Run 1, cells by drive strength:
Scale: 2 px per um.
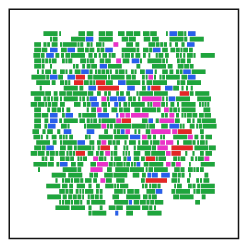
Run 1, PDN straps and rails:
Scale: 4 px per um. Pins as bars on the die edge.
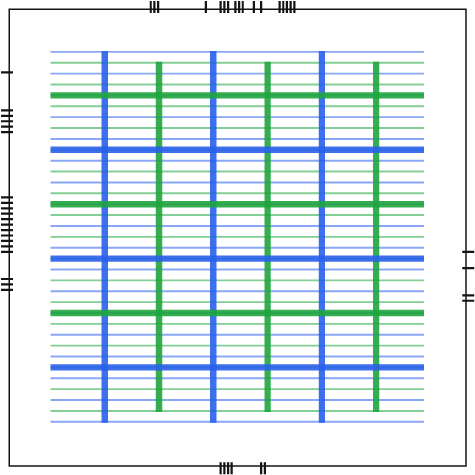
Run 1, placement view:
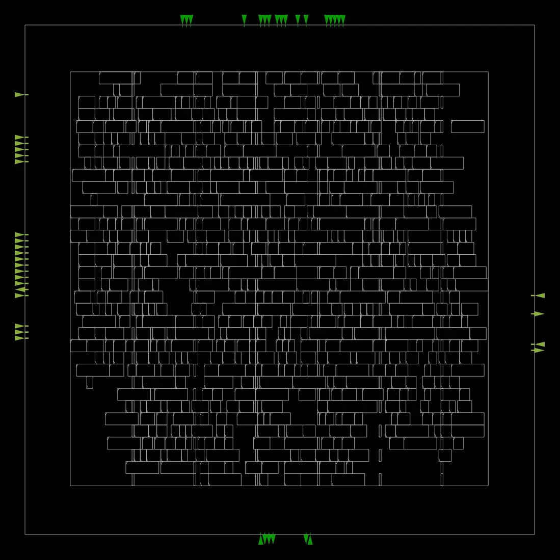
==> config.mk <==
export PLATFORM = sky130hd
export DESIGN_NAME = stream_scr_par
export DESIGN_NICKNAME = d
export VERILOG_FILES = /design/src/rtl/stream_scr_par.sv
export SDC_FILE = /design/constraint.sdc
export NUM_CORES = 1
export LEC_CHECK = 0
export CORE_MARGIN = 10
export CORE_UTILIZATION = 58
export CTS_CLUSTER_SIZE = 25
export DETAILED_ROUTE_END_ITERATION = 10
export PLACE_DENSITY = 0.8
export SLEW_MARGIN = 30
export SYNTH_ARGS = -nofsm -noshare
export SYNTH_HDL_FRONTEND = slang
export SYNTH_SLANG_ARGS = --single-unit
==> constraint.sdc <==
create_clock -name clk -period 3.9 [get_ports clk]
set_input_delay 0.78 -clock clk [delete_from_list [all_inputs] [get_ports clk]]
set_output_delay 0.78 -clock clk [all_outputs]
set_load 0.03 [all_outputs]
==> src/rtl/stream_scr_par.sv <==
// rtl/stream_scr_par.sv - 100BASE-T1 side-stream scrambler with self-synchronising descrambler lock FSM
module stream_scr_par #(
    parameter int DW       = 1,
    parameter int LOCK_CNT = 15,
    parameter int WIN      = 64,
    parameter int ERR_MAX  = 4
) (
    input  logic          clk,
    input  logic          rst,
    input  logic          mode,
    input  logic          load,
    input  logic [32:0]   seed,
    input  logic          valid,
    input  logic          sync_en,
    input  logic [DW-1:0] rx_bits,
    output logic [DW-1:0] scr_bits,
    output logic          scr_vld,
    output logic          mism,
    output logic          locked,
    output logic [1:0]    sync_state,
    output logic          seed_zero
);

    typedef enum logic [1:0] {
        ST_IDLE   = 2'd0,
        ST_FILL   = 2'd1,
        ST_CHECK  = 2'd2,
        ST_LOCKED = 2'd3
    } state_t;

    localparam int         FILL_BEATS = (33 + DW - 1) / DW;
    localparam logic [5:0] FILL_LAST  = 6'(FILL_BEATS - 1);
    localparam logic [7:0] LOCK_LAST  = 8'(LOCK_CNT - 1);
    localparam logic [9:0] WIN_LAST   = 10'(WIN - 1);
    localparam logic [10:0] ERR_LIM   = 11'(ERR_MAX);
    localparam logic [32:0] S_RESET   = 33'h1_FFFF_FFFF;

    state_t        state_q, state_d;
    logic [32:0]   s_q, s_d;
    logic [DW-1:0] scr_bits_q, scr_bits_d;
    logic          scr_vld_q, scr_vld_d;
    logic          mism_q, mism_d;
    logic          seed_zero_q, seed_zero_d;
    logic [5:0]    fill_cnt_q, fill_cnt_d;
    logic [7:0]    clean_cnt_q, clean_cnt_d;
    logic [9:0]    win_cnt_q, win_cnt_d;
    logic [10:0]   err_cnt_q, err_cnt_d;

    logic [32:0]   run_s;
    logic [32:0]   fill_s;
    logic [DW-1:0] gen_bits;
    logic          mismatch;
    logic [10:0]   err_next;

    // Unrolled DW-step LFSR advance, plus the FILL path that shifts received bits in instead.
    always_comb begin
        run_s    = s_q;
        fill_s   = s_q;
        gen_bits = '0;
        for (int k = 0; k < DW; k++) begin
            gen_bits[k] = run_s[32] ^ (mode ? run_s[19] : run_s[12]);
            run_s       = {run_s[31:0], gen_bits[k]};
            fill_s      = {fill_s[31:0], rx_bits[k]};
        end
        mismatch = (gen_bits != rx_bits);
        err_next = err_cnt_q + {10'd0, mismatch};
    end

    always_comb begin
        state_d     = state_q;
        s_d         = s_q;
        scr_bits_d  = scr_bits_q;
        scr_vld_d   = 1'b0;
        mism_d      = 1'b0;
        seed_zero_d = seed_zero_q;
        fill_cnt_d  = fill_cnt_q;
        clean_cnt_d = clean_cnt_q;
        win_cnt_d   = win_cnt_q;
        err_cnt_d   = err_cnt_q;

        if (!sync_en) begin
            state_d = ST_IDLE;
            if (load) begin
                if (seed == 33'd0) begin
                    s_d         = S_RESET;
                    seed_zero_d = 1'b1;
                end else begin
                    s_d = seed;
                end
            end else if (valid) begin
                s_d        = run_s;
                scr_bits_d = gen_bits;
                scr_vld_d  = 1'b1;
            end
        end else begin
            case (state_q)
                ST_IDLE: begin
                    state_d    = ST_FILL;
                    fill_cnt_d = '0;
                end
                ST_FILL: begin
                    if (valid) begin
                        s_d        = fill_s;
                        scr_bits_d = rx_bits;
                        scr_vld_d  = 1'b1;
                        if (fill_cnt_q == FILL_LAST) begin
                            state_d     = ST_CHECK;
                            fill_cnt_d  = '0;
                            clean_cnt_d = '0;
                        end else begin
                            fill_cnt_d = fill_cnt_q + 6'd1;
                        end
                    end
                end
                ST_CHECK: begin
                    if (valid) begin
                        s_d        = run_s;
                        scr_bits_d = gen_bits;
                        scr_vld_d  = 1'b1;
                        mism_d     = mismatch;
                        if (mismatch) begin
                            state_d    = ST_FILL;
                            fill_cnt_d = '0;
                        end else if (clean_cnt_q == LOCK_LAST) begin
                            state_d   = ST_LOCKED;
                            win_cnt_d = '0;
                            err_cnt_d = '0;
                        end else begin
                            clean_cnt_d = clean_cnt_q + 8'd1;
                        end
                    end
                end
                ST_LOCKED: begin
                    if (valid) begin
                        s_d        = run_s;
                        scr_bits_d = gen_bits;
                        scr_vld_d  = 1'b1;
                        mism_d     = mismatch;
                        // Too many errors beats a simultaneous window rollover.
                        if (err_next > ERR_LIM) begin
                            state_d    = ST_FILL;
                            fill_cnt_d = '0;
                        end else if (win_cnt_q == WIN_LAST) begin
                            win_cnt_d = '0;
                            err_cnt_d = '0;
                        end else begin
                            win_cnt_d = win_cnt_q + 10'd1;
                            err_cnt_d = err_next;
                        end
                    end
                end
                default: state_d = ST_IDLE;
            endcase
        end
    end

    always_ff @(posedge clk) begin
        if (rst) begin
            state_q     <= ST_IDLE;
            s_q         <= S_RESET;
            scr_bits_q  <= '0;
            scr_vld_q   <= 1'b0;
            mism_q      <= 1'b0;
            seed_zero_q <= 1'b0;
            fill_cnt_q  <= '0;
            clean_cnt_q <= '0;
            win_cnt_q   <= '0;
            err_cnt_q   <= '0;
        end else begin
            state_q     <= state_d;
            s_q         <= s_d;
            scr_bits_q  <= scr_bits_d;
            scr_vld_q   <= scr_vld_d;
            mism_q      <= mism_d;
            seed_zero_q <= seed_zero_d;
            fill_cnt_q  <= fill_cnt_d;
            clean_cnt_q <= clean_cnt_d;
            win_cnt_q   <= win_cnt_d;
            err_cnt_q   <= err_cnt_d;
        end
    end

    assign scr_bits   = scr_bits_q;
    assign scr_vld    = scr_vld_q;
    assign mism       = mism_q;
    assign locked     = (state_q == ST_LOCKED);
    assign sync_state = state_q;
    assign seed_zero  = seed_zero_q;

endmodule

==> impl_metrics.csv, run 1 <==
group,metric,value,unit
synthesis,yosysSeqAreaShare,29.0,%
clocking,cts_buffer_depth,2,
pwr,p_leak,1.98,nW
detailed_routing,firstDrtPassIters,5,
synthesis,yosysWarnings,0,
floorplan,fp_util,59.1,%
sta,finalSetupViolCount,0,
cells_and_area,drive_gt1_share,14.2,%
clocking,htreeDepth,3,
placement,dp_hpwl,9.38,mm
global_route,grt.overflow.total,0,
global_route,antenna_found_initial,0,
worst_setup_path,r2r_end,"win_cnt_q[4]",
clocking,numCtsBuffers,9,
worst_setup_path,r2r_start,"s_q[12]",
sta,finalClockPeriodUsage,97.1,%
clocking,cts.sinks,74,
synthesis,synthesis.nets,703,
pwr,share_comb_of_total_power,19.3,%
floorplan,io_pins,47,
worst_setup_path,crit_required,4.14,ns
detailed_routing,routed_via_density,6.36,
synthesis,top_cell_area_share,29.0,%
sta,fin_tns_setup,0,ns
outcome,status,"complete, no violations",
detailed_routing,first_iter_violations,330,
cells_and_area,antennaDiodeCount,0,
global_route,grt_max_degree,71,
worst_setup_path,cp-startpoint,"mode",
cells_and_area,final_common_cell,"dfxtp_1",
clocking,cts_resized,0,
synthesis,edf_count,0,
synthesis,largest_area_cell,"dfxtp_1",
floorplan,die_x,114,um
cells_and_area,final_nets,737,
pwr,power.internal,1.40,mW
Notes on 'cells by drive strength' above:
Key: magenta = x3 and x4 [cells 33, share 4.8%]; blue = x2 [cells 51, share 7.4%]; green = x1 and smaller [cells 591, share 86%]; red = x6 and larger [cells 14, share 2.0%]

Notes on 'PDN straps and rails' above:
Key: green = VDD; blue = VSS
6 straps on met5. The core has 34 rows. 35 met1 rails follow the rows.

Notes on 'placement view' above:
n_taps: 108
flip-flops: 74
fillers: 678

run 1: stage by stage:
stage | util (%) | hold WS [ns] | power (mW) | setup slack [ns]
floorplan | - | 0.426 | 1.07 | 0.376
global placement | 66.0 | 0.449 | 1.18 | -0.223
detailed placement | 66.1 | 0.463 | 1.19 | -0.294
CTS | 68.8 | 0.476 | 1.92 | 0.0692
global route | 69.3 | 0.500 | 2.00 | 0.00484
finish | 69.3 | 0.474 | 1.92 | 0.113
run 1: Yosys cell counts, types with 16 or more instances:
cell        n
a211oi_1   34
a21oi_1    36
clkbuf_1   34
dfxtp_1    74
inv_1      26
mux2_2     34
nand2_1    62
nor2_1     60
nor2b_1    43
nor4_1     16
o21ai_0    41
o2bb2ai_1  30
run 1: sequential cells by signal (all words and copies together) (netlist names):
signal and flops:
scr_bits 1, fill_cnt_q 6, win_cnt_q 10, err_cnt_q 11
s_q 33, scr_vld 1, clean_cnt_q 8, seed_zero 1
sync_state 2, mism 1
run 1: power by group through the flow:
stage               clock (mW)  sequential, mW  combinational (mW)
finish                   0.731           0.822               0.370
global route             0.771           0.826               0.407
CTS                      0.738           0.820               0.358
detailed placement           0           0.837               0.357
global placement             0           0.834               0.344
floorplan                    0           0.832               0.237
run 1: metal layers:
| metal | share of wire [%] | wire [um] |
|---|---|---|
| met5 | 0 | 0 |
| met4 | 1.2 | 169 |
| met3 | 5.9 | 815 |
| met2 | 50 | 6830 |
| met1 | 43 | 5920 |
run 1: cells by family after synthesis:
logic type / synth area share, %
flip-flops: 29.0
XOR/XNOR: 2.01
adder cells (fa/ha/maj): 2.94
AND-OR/OR-AND: 25.7
buffers and inverters: 5.86
AND/OR/NAND/NOR: 25.2
multiplexers: 9.34
run 1: critical path, cell delays in order:
cell and delay, ns:
clkdlybuf4s50_1 0.50, mux2i_1 0.21, buf_4 0.15, xor3_1 0.24
inv_2 0.08, ha_2 0.20, ha_4 0.21, a2111oi_4 0.28
a211oi_1 0.09, or4_4 0.48, a211oi_2 0.24, buf_4 0.20
o211ai_1 0.10, a22o_1 0.26
run 1: how the worst min path moves through the flow:
stage,startpoint,end,slack (ns),depth (start not counted)
2_1_floorplan,err_cnt_q[7],err_cnt_q[7],0.43,2
3_3_place_gp,err_cnt_q[7],err_cnt_q[7],0.45,2
3_5_place_dp,err_cnt_q[7],err_cnt_q[7],0.46,2
4_1_cts,err_cnt_q[7],err_cnt_q[7],0.48,2
5_1_grt,err_cnt_q[9],err_cnt_q[9],0.50,2
6_report,err_cnt_q[7],err_cnt_q[7],0.47,2
run 1: cell type report:
class                   instances  area, um^2  share of cell area [%]
well taps                     108         135                    2.26
clock inverters                 5         103                    1.71
multi-input cells             504        3390                    56.6
clock buffers                  10         138                    2.30
flip-flops and latches         74        1480                    24.7
repair buffers                 70         643                    10.7
inverters                      26        97.6                    1.63
--- run 2 (diff from run 1) ---
--- a/config.mk
+++ b/config.mk
@@ -5,11 +5,12 @@
 export SDC_FILE = /design/constraint.sdc
 export NUM_CORES = 1
 export LEC_CHECK = 0
-export CORE_MARGIN = 10
+export CORE_MARGIN = 5
 export CORE_UTILIZATION = 58
 export CTS_CLUSTER_SIZE = 25
 export DETAILED_ROUTE_END_ITERATION = 10
 export PLACE_DENSITY = 0.8
+export SKIP_LAST_GASP = 1
 export SLEW_MARGIN = 30
 export SYNTH_ARGS = -nofsm -noshare
 export SYNTH_HDL_FRONTEND = slang
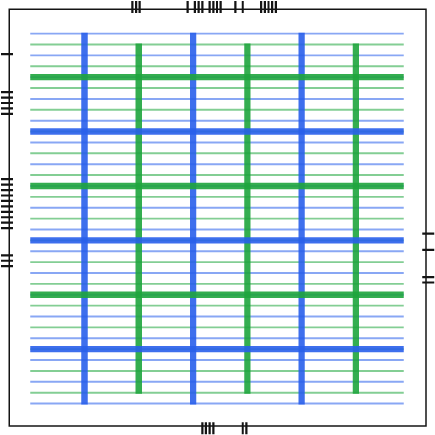
Run 2: PDN straps and rails
Scale: 4 px per um. Pins as bars on the die edge.
Key: green = VDD; blue = VSS
6 straps on met4. 35 met1 rails follow the rows. 6 straps on met5.
Core Footprint: 8640 um^2
Peak VDD IR: 0.000247 V
Die Wd: 104 um

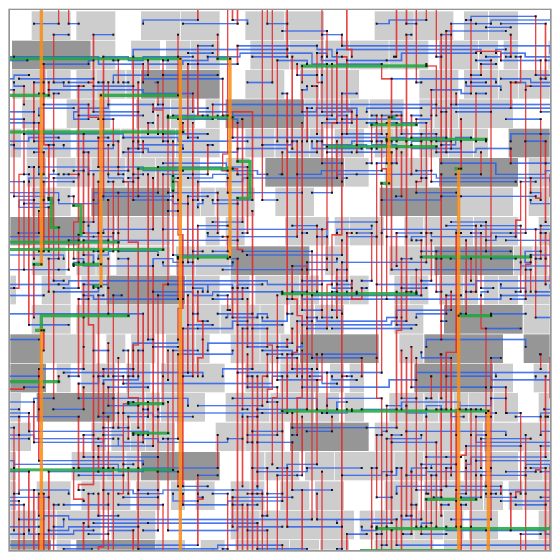
Run 2: layout detail
Region (27, 48) to (77, 98) um. Cells in gray, sequential cells in the stronger gray; small squares are vias.
Key: orange = M4; red = M2; green = M3; blue = M1
Netlist names of flops here include s_q (15), err_cnt_q (3). 227 logic cells have their middle in the window. Most frequent: nand2_1 (20), dfxtp_1 (19). Sequential cells in the window: 19.

==> run 2 against run 1 <==
  * Synthesized area is the same
  * Cell area grew 0.88%
  * Largest cell class unchanged
  * Register-to-register slack lost 0.18 ns
  * Highest routed layer unchanged
  * Die size shrank 17%
  * Final cell count grew 0.88%
  * Sequential power is essentially flat
  * Clock power shrank 4.4%
  * Flip-flop count is the same
  * Combinational power is essentially flat
==> impl_metrics.csv, run 2 <==
group,metric,value,unit
outcome,status,"complete, no violations",
global_route,grt_max_degree,68,
pwr,p_leak,2.02,nW
synthesis,synthTopCellsByCount,"dfxtp_1, nand2_1, nor2_1",
cells_and_area,regMostFlops,"s_q",
detailed_routing,routed_via_density,6.25,
cells_and_area,drive_gt1_share,14.9,%
worst_setup_path,crit_slowest_cell,"clkdlybuf4s50_1",
clocking,cts.sinks,74,
synthesis,top_cell_area_share,29.0,%
global_route,antenna_found_initial,0,
detailed_routing,firstDrtPassIters,5,
sta,worst_slack,0.156,ns
cells_and_area,final_nets,743,
cells_and_area,antennaDiodeCount,0,
clocking,htreeDepth,3,
sta,hold_slack,0.471,ns
detailed_routing,first_iter_violations,275,
global_route,grt.overflow.total,0,
sta,fin_tns_setup,0,ns
placement,pre_cts_slack,-0.334,ns
synthesis,yosysSeqAreaShare,29.0,%
worst_setup_path,cp_num_cells,11,
cells_and_area,final_common_cell,"dfxtp_1",
placement,dp_hpwl,8.96,mm
worst_setup_path,slowest_delay,0.55,ns
cells_and_area,reg_top3,"s_q (33), err_cnt_q (11), win_cnt_q (10)",
sta,finalSetupViolCount,0,
worst_setup_path,crit_required,4.18,ns
sta,finalClockPeriodUsage,96.0,%
worst_setup_path,cp_cell_sequence,"clkdlybuf4s50_1, xor3_1, inv_2, ha_2, ha_2, a2111oi_4, a211oi_1, or4_4, a2111o_1, nand4_1, mux2i_1",
worst_setup_path,cp_common_cell,"ha_2",
synthesis,yosysWarnings,0,
worst_setup_path,r2r_end,"sync_state[1]",
floorplan,fp_util,59.1,%
pwr,p_total,1.89,mW
clocking,numCtsBuffers,9,
floorplan,io_pins,47,
pwr,power.internal,1.36,mW
cells_and_area,largest_register_ffs,33,
==> run 2: power by group through the flow <==
stage,logic [mW],clock network (mW),registers [mW]
6_report,0.372,0.699,0.822
5_1_grt,0.409,0.737,0.825
4_1_cts,0.357,0.705,0.820
3_5_place_dp,0.355,0,0.838
3_3_place_gp,0.344,0,0.834
2_1_floorplan,0.237,0,0.832
==> run 2: area by class of cell <==
class	instances	area [um^2]	share of cell area, %
multi-input combinational	504	3400	56.3
inverter	26	97.6	1.62
clock buffer	12	155	2.57
timing repair buffer	76	698	11.6
clock inverter	4	73.8	1.22
tap	108	135	2.24
sequential	74	1480	24.5
==> run 2: worst min path at each step <==
stage                       startpoint           end  cells past startpoint
after CTS                 err_cnt_q[7]  err_cnt_q[7]                      2
after floorplan           err_cnt_q[7]  err_cnt_q[7]                      2
after global placement    err_cnt_q[7]  err_cnt_q[7]                      2
after global routing      err_cnt_q[7]  err_cnt_q[7]                      2
after detailed placement  err_cnt_q[7]  err_cnt_q[7]                      2
final                     err_cnt_q[7]  err_cnt_q[7]                      2
==> run 2: repair_timing <==
item / 4_1_cts / 5_1_grt
endpoints found under the setup margin: 0 / 29
setup buffers: 0 / 3
resized: 0 / 16
==> run 2: cells by family (layout without fill, tap and decap cells) <==
| group | after synthesis | count (layout) | synth area share (%) |
|---|---|---|---|
| and+or+nand+nor | 250 | 250 | 25.2 |
| adders and majority gates | 12 | 12 | 2.94 |
| DFF | 74 | 74 | 29.0 |
| AOI/OAI and AO/OA | 189 | 189 | 25.7 |
| xor gates and xnor gates | 10 | 10 | 2.01 |
| buffers and inverters | 73 | 118 | 5.86 |
| muxes | 43 | 43 | 9.34 |
==> run 2: worst register-to-register path: stages, from the launching register on <==
cell and delay [ns]:
dfxtp_1 0.37, mux2i_1 0.18, buf_4 0.15, xor3_1 0.24, inv_2 0.08, ha_2 0.17
ha_2 0.29, a2111oi_4 0.32, a211oi_1 0.07, or4_4 0.54, a2111o_1 0.47, nand4_1 0.19
mux2i_1 0.20
==> run 2: through the flow <==
| stage | cell area [um^2] | utilization, % |
|---|---|---|
| 2_1_floorplan | 5110 | - |
| 5_1_grt | 6040 | 69.9 |
| 3_5_place_dp | 5710 | 66.1 |
| 3_3_place_gp | 5710 | 66.1 |
| 6_report | 6040 | 69.9 |
| 4_1_cts | 5940 | 68.8 |
==> run 2: routing by layer <==
metal / track usage [%] / part of all wire [%] / wire length (um)
met1: 31.2 / 45 / 6050
met2: 39.1 / 47 / 6300
met3: 3.79 / 4.9 / 652
met4: 10.5 / 2.3 / 303
met5: 0 / 0 / 0
--- run 3 (diff from run 2) ---
--- a/config.mk
+++ b/config.mk
@@ -5,11 +5,12 @@
 export SDC_FILE = /design/constraint.sdc
 export NUM_CORES = 1
 export LEC_CHECK = 0
+export ABC_AREA = 1
 export CORE_MARGIN = 5
-export CORE_UTILIZATION = 58
+export CORE_UTILIZATION = 59
 export CTS_CLUSTER_SIZE = 25
 export DETAILED_ROUTE_END_ITERATION = 10
-export PLACE_DENSITY = 0.8
+export PLACE_DENSITY = 0.81
 export SKIP_LAST_GASP = 1
 export SLEW_MARGIN = 30
 export SYNTH_ARGS = -nofsm -noshare
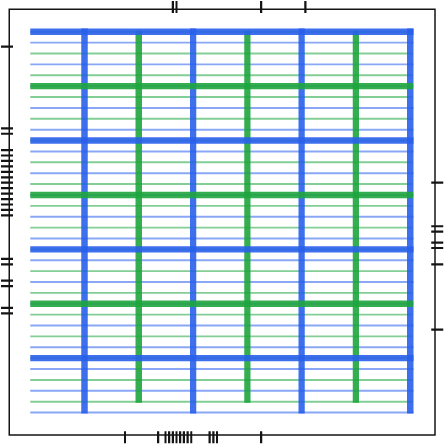
Run 3: PDN straps and rails
Scale: 4 px per um. Pins as bars on the die edge.
Key: blue = VSS; green = VDD
47 signal pins sit on the boundary. 7 straps on met5. 36 met1 rails follow the rows.
Peak VDD IR: 0.000190 V
Core Footprint: 9110 um^2
die y size: 106 um

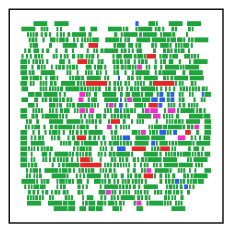
Run 3: cells by drive strength
Scale: 2 px per um.
Key: blue = x2 [cells 19, share 2.0%]; magenta = x3 and x4 [cells 18, share 1.9%]; green = x1 and smaller [cells 915, share 95%]; red = x6 and larger [cells 14, share 1.4%]

==> run 3 against run 2 <==
  * Worst setup slack gained 0.47 ns
  * Final cell count up 34%
  * Sequential share of layout area is 0.53 points lower
  * Combinational power increased by about 30%
  * Die size rose by 4.4%
  * Cell area increased by 2.2%
  * Routed wire length shrank 1.4%
  * Fmax up 14%
  * Synthesized area increased by 6.7%
  * Critical path type unchanged
  * Highest routed layer unchanged
==> impl_metrics.csv, run 3 <==
group,metric,value,unit
synthesis,top_cell_area_share,27.2,%
floorplan,fp_util,59.8,%
outcome,status,"complete, no violations",
global_route,antenna_found_initial,0,
synthesis,ys_top_logic_family,"simple AND/OR/NAND/NOR gates",
worst_setup_path,cp_cell_sequence,"clkdlybuf4s50_1, nand2_1, o21ai_1, nand2_1, nand2_1, nand2_1, nand2_1, ha_1, ha_1, nand2_2, nor2_4, nand2_2, o21ai_2, nand2_1, nor2_2, nand3_2, nand2_1, nand2_1, a21oi_1",
clocking,numCtsBuffers,9,
synthesis,yosysSeqAreaShare,27.2,%
clocking,cts_resized,0,
pwr,power.internal,1.42,mW
sta,hold_slack,0.466,ns
cells_and_area,reg_top3,"s_q (33), err_cnt_q (11), win_cnt_q (10)",
cells_and_area,drive_gt1_share,5.28,%
placement,pre_cts_slack,0.270,ns
synthesis,synthTopCellsByCount,"nand2_1, inv_1, nor2_1",
synthesis,synth.area.mux_share,0,%
worst_setup_path,cp_common_cell,"nand2_1",
detailed_routing,firstDrtPassIters,5,
global_route,use_met3,3.22,%
worst_setup_path,slowest_delay,0.52,ns
sta,finalSetupViolCount,0,
floorplan,die_x,106,um
worst_hold_path,worstHoldStart,"seed_zero",
cells_and_area,largest_register_ffs,33,
global_route,grt_use_met1,31.0,%
detailed_routing,first_iter_violations,322,
synthesis,yosysWarnings,0,
run 3: kinds of logic after synthesis:
| family | after synthesis |
|---|---|
| AND-OR/OR-AND | 167 |
| adder cells (fa/ha/maj) | 12 |
| flip-flops | 74 |
| AND/OR/NAND/NOR | 498 |
| buffers and inverters | 177 |
| XOR/XNOR | 12 |
run 3: how the worst max path moves through the flow:
stage / depth (start not counted) / start / end / slack [ns]
floorplan: 20 / mode / err_cnt_q[1] / 1.08
global placement: 19 / mode / fill_cnt_q[5] / 0.40
detailed placement: 19 / mode / fill_cnt_q[3] / 0.27
CTS: 21 / mode / win_cnt_q[6] / 0.65
global route: 19 / mode / fill_cnt_q[0] / 0.30
finish: 19 / mode / fill_cnt_q[5] / 0.62
run 3: per-layer routing:
| metal | vias up | wire [um] |
|---|---|---|
| met2 | 149 | 6110 |
| met4 | 0 | 231 |
| met3 | 19 | 643 |
| met5 | - | 0 |
| li1 | 3034 | - |
| met1 | 2581 | 6130 |
run 3: area by class of cell:
cell class	count	area, um^2	share of cell area, %
clock buffer	10	128	2.07
clock inverter	6	115	1.86
inverter	130	493	7.99
multi-input combinational	689	3280	53.1
sequential	74	1480	24.0
tap	111	139	2.25
timing repair buffer	57	538	8.72
run 3: per-stage QoR:
step | total power, mW | cell area [um^2] | instances
floorplan | 1.21 | 5450 | 940
global placement | 1.34 | 5930 | 1061
detailed placement | 1.34 | 5930 | 1061
CTS | 2.09 | 6170 | 1077
global route | 2.21 | 6170 | 1077
finish | 2.08 | 6170 | 1077
run 3: power groups by stage:
stage | registers, mW | clock network, mW | logic (mW)
after global routing | 0.857 | 0.794 | 0.557
after global placement | 0.865 | 0 | 0.473
after detailed placement | 0.866 | 0 | 0.478
final | 0.850 | 0.747 | 0.483
after floorplan | 0.862 | 0 | 0.346
after CTS | 0.849 | 0.757 | 0.482
run 3: worst reg2reg max path, cell delays in order (launching register included):
cell,delay [ns]
dfxtp_1,0.36
inv_1,0.11
o21ai_1,0.13
nand2_1,0.07
nand2_1,0.08
nand2_1,0.09
nand2_1,0.12
ha_1,0.21
ha_1,0.23
nand2_2,0.10
nor2_4,0.12
nand2_2,0.08
o21ai_2,0.11
nand2_1,0.07
nor2_2,0.16
nand3_2,0.19
nand2_1,0.24
nand2_1,0.07
a21oi_1,0.13

==> gallery <==
Wire density map.
panel A
Scale: 3 px per um. 23 x 23 tiles, from dark purple (low) to yellow (high), scaled to the fullest tile. Values are wire area over tile area, all layers added.
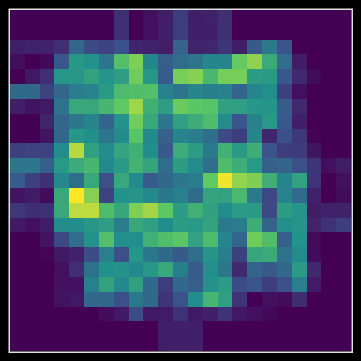
panel B
Scale: 4 px per um. 21 x 21 tiles, from dark purple (low) to yellow (high), scaled to the fullest tile. Values are wire area over tile area, all layers added.
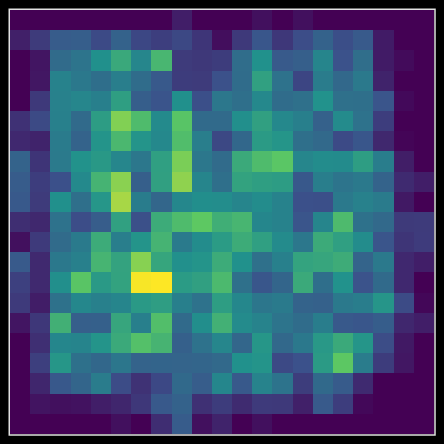
- largest die: panel A
Run 3 is panel B.
Run 1 is panel A.

No activity file was given, so power comes from the tool's default toggle rates.
